Fig. 1: the clock network
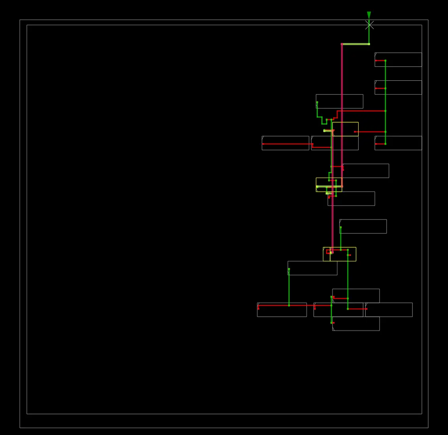
Fig. 2: cells by drive strength
(3 px per um)
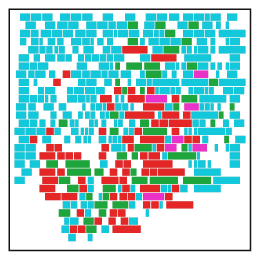
Fig. 3: wire density map
(4 px per um) 16 x 16 tiles, from dark purple (low) to yellow (high), scaled to the fullest tile. Values are wire area over tile area, all layers added.
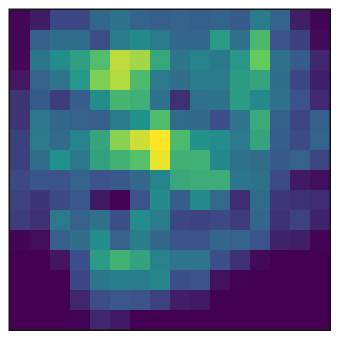
==> config.mk <==
export PLATFORM = sky130hd
export DESIGN_NAME = rr_stream_mux
export DESIGN_NICKNAME = d
export VERILOG_FILES = /design/src/rtl/rr_stream_mux_pkg.sv /design/src/rtl/rr_arbiter.sv /design/src/rtl/rr_stream_mux.sv
export SDC_FILE = /design/constraint.sdc
export NUM_CORES = 1
export LEC_CHECK = 0
export CAP_MARGIN = 0
export CORE_UTILIZATION = 40
export DETAILED_ROUTE_END_ITERATION = 10
export PLACE_DENSITY = 0.78
export SYNTH_ARGS = -nofsm -noshare
export SYNTH_HDL_FRONTEND = slang
export SYNTH_SLANG_ARGS = --single-unit
==> constraint.sdc <==
create_clock -name clk -period 4.4 [get_ports clk]
set_input_delay 0.44 -clock clk [delete_from_list [all_inputs] [get_ports clk]]
set_output_delay 0.44 -clock clk [all_outputs]
set_load 0.01 [all_outputs]
==> run summary <==
Summary of the current implementation state.

- The synthesized design contains 0 enable-type register cells.
- The layout sequential cell count is 15, for reference.
- The post-layout worst setup margin is -0.06413 ns, for reference.
- The final number of setup-violating endpoints is 5, for reference.
- In the Yosys report, the sequential cells make up 15.62% of the chip area.
- The synthesized netlist occupies a cell area of 2427 sq um.
- In the final layout, flip-flops and latches take up 9.681% of the cell area.
- The cell with the largest stage delay on the worst path is dfstp_2, for reference.
- Including well taps, the total number of placed cells is 493.
- After floorplanning, the die was sized to cover 6384 sq um.
- Counting flops with an async set or reset pin after synthesis yields a share of 100.0%.
- The max-slew check reports its worst relative slack as 55.10%.
- The most common cell after layout, fill and taps aside is clkdlybuf4s50_1, for reference.
- For this block, the initial DRC count from the detailed router was 199.
- The remaining antenna violation count after routing is 0, for reference.
- By area the synthesized netlist is led by dfrtp_1, mux2i_1, nand2_1.
- The count of different cell masters after synthesis is 68, for reference.
- The top cell types in the final layout, fill and taps aside, are clkdlybuf4s50_1, buf_4, nand2_1.
- The sum of buffers and inverters on the critical path is 1, for reference.
- In this run the clock root is driven by a clkbuf_8.
- The number of inverters outside the clock class in the layout is 2, for reference.
- The critical path is of the reg -> out type.
- Per the OpenROAD floorplan log, the area of the core is 5886 sq um.
- The final hold violation count is 0, for reference.
- Among cell families on the critical path, the largest total delay comes from multiplexers.
- The share of layout cells above drive strength 1 is 31.53%, for reference.
- The non-filler instance count after layout is 500, for reference.
- The required time at the worst endpoint is listed as 3.96 ns.
- The synthesized netlist devotes 1.856% of its cell area to adder and majority cells.
- Per the run summary, max-cap violations total 0.
- According to the CTS report, the clock sink count is 15.
- Once placement finished, the instance area stood at 3744 sq um.
- Of the total synthesized cell area, the portion taken by AND-OR and OR-AND cells is 31.19%.
- The checks that failed: DRC, setup timing.
- The library cell with the highest instance count after synthesis is nand2_1, for reference.
- The dominant cell type by count on the critical path is ha_4, for reference.
- The floorplan-stage core utilization is 41.24%, for reference.
- The post-route report lists met1 wire length as 3758 um.
- The primary flip-flop cell chosen by synthesis mapping is dfrtp_1, for reference.
- The first detailed-routing pass took 7 iterations.
- The largest area contributor in the netlist is dfrtp_1, for reference.
- Synthesis produced a netlist with a net count of 367.
- Wire segments on met2 add up to 4149 um in the final route.
- The depth of the worst register-to-register path is 16, for reference.
- The height of the chip is 79.90 um, for reference.
- The number of pins exceeding their max-slew limit in the final report is 0, for reference.
- On met2, the global router reports a usage of 44.02%.
- The storage element area is 379.1 sq um, for reference.
- The number of fill cells is 484, for reference.
- The footprint of the multi-input gates is 2042 sq um, for reference.
- The number of warnings in the stage logs is 28, for reference.
- Per the Yosys statistics, synthesis produced 285 cells.
- The gate count after technology mapping is 285, for reference.
- The clock passes through at most 2 buffers.
- The final report gives the core utilization as 66.54%.
- Logged for this run, the post-placement worst setup slack is -0.3661 ns.
- For this run, design rule violations remaining after detail routing come to 1.
- The half-perimeter wire length after placement is 6809 um, for reference.
- The arrival time at the worst endpoint is 4.02 ns, for reference.
- In this run the mean area of a mapped cell was 8.517 sq um.
- The total length of routed met3 wires is 650 um, for reference.
- The flip-flop count of the largest register after layout is 8, for reference.
- For the final routed database, the setup TNS stands at -0.1956 ns.
- The multi-input gate share of total cell area is 52.14%, for reference.
- According to the floorplan log, the row count is 28.
- On the worst path, the slowest cell contributes a delay of 0.56 ns.
- The final layout report lists a clock buffer count of 4.
- The path length in cells of the critical path is 14, for reference.
- The final timing summary puts the cycle share of the worst path at 101.5%.
- The synthesis report lists the Yosys warning total as 0.
- The CTS tree is done, for reference.
- The number of global-route vias before repair is 2772, for reference.
- The initial antenna violation count is 0, for reference.
- After synthesis, the chip area reported by Yosys is 2427 sq um.
- The placement summary gives the final routability congestion estimate as 0.9469.
- The depth of the worst hold-timing path is 2, for reference.
- Hold timing on the final database bottoms out at a slack of 0.4911 ns.
- The highest fanout seen on the critical path is 9, for reference.
- The CTS buffer count is 3, for reference.
- Setup repair after global routing could not meet its margin everywhere.
- The highest layer used for signal routing is met4, for reference.
- The total setup buffers inserted after CTS is 3, for reference.
- Post-CTS repair ended up resizing 47 cells.
- The xor and xnor area share after synthesis is 1.031%, for reference.
- Looking at the clock tree report, the H-tree level count equals 1.
- The layer with the highest usage is met2, for reference.
- The final layout contains 508 nets.
- Once synthesis finished, the tally of register bits stood at 15.
- The dominant kind of combinational cell is AND-OR/OR-AND gates, for reference.
- The total global routing overflow is 0, for reference.
- According to the cell report, the number of logic gates is 253.
- Hold repair after CTS inserted 0 buffers.
- The flow ran to the end, but the final reports show violations.
- Per the OpenROAD floorplan log, the width of the die is 79.90 um.
- The tap cell instance count is 75, for reference.
- Clock tree buffers and inverters occupy 1.150% of the routed design's cell area.
- The minimum setup slack among reg-to-reg paths is -0.01 ns, for reference.
- For the pin with the worst max-slew slack, the measured transition is 0.6713 ns.
- The repair_antennas step left the layout with diodes totalling 0.
- The synthesized design devotes to its leading area cell type 12.37% of total area.
- The routed layout has 2899 vias.
- The cell-mix breakdown from Yosys lists the simple-gate area share as 29.69%.
-- Fig. 1 (at the start) --
clock skew: 0.006149 ns
source-to-sink clock delay at the later pin of the worst-skew pair: 0.25 ns

-- Fig. 2 (at the start) --
_0 and _1 cells -> cyan  # cells 291
_6 and larger -> magenta  # cells 7
_3 and _4 cells -> red  # cells 76
_2 cells -> green  # cells 51
area growth from synthesis to layout: 61.34%
non-clock buffer count in the final layout: 151
area of all placed cells without fillers: 3916 sq um
worst setup slack after layout: -0.06413 ns

-- Fig. 3 (at the start) --
densest ninth of the die = centre
nearly empty tiles = 16%
emptiest ninth of the die = south-east
tiles over half the peak = 16%
total wire length: 8675 um
Avg WL per Cell: 17.35 um

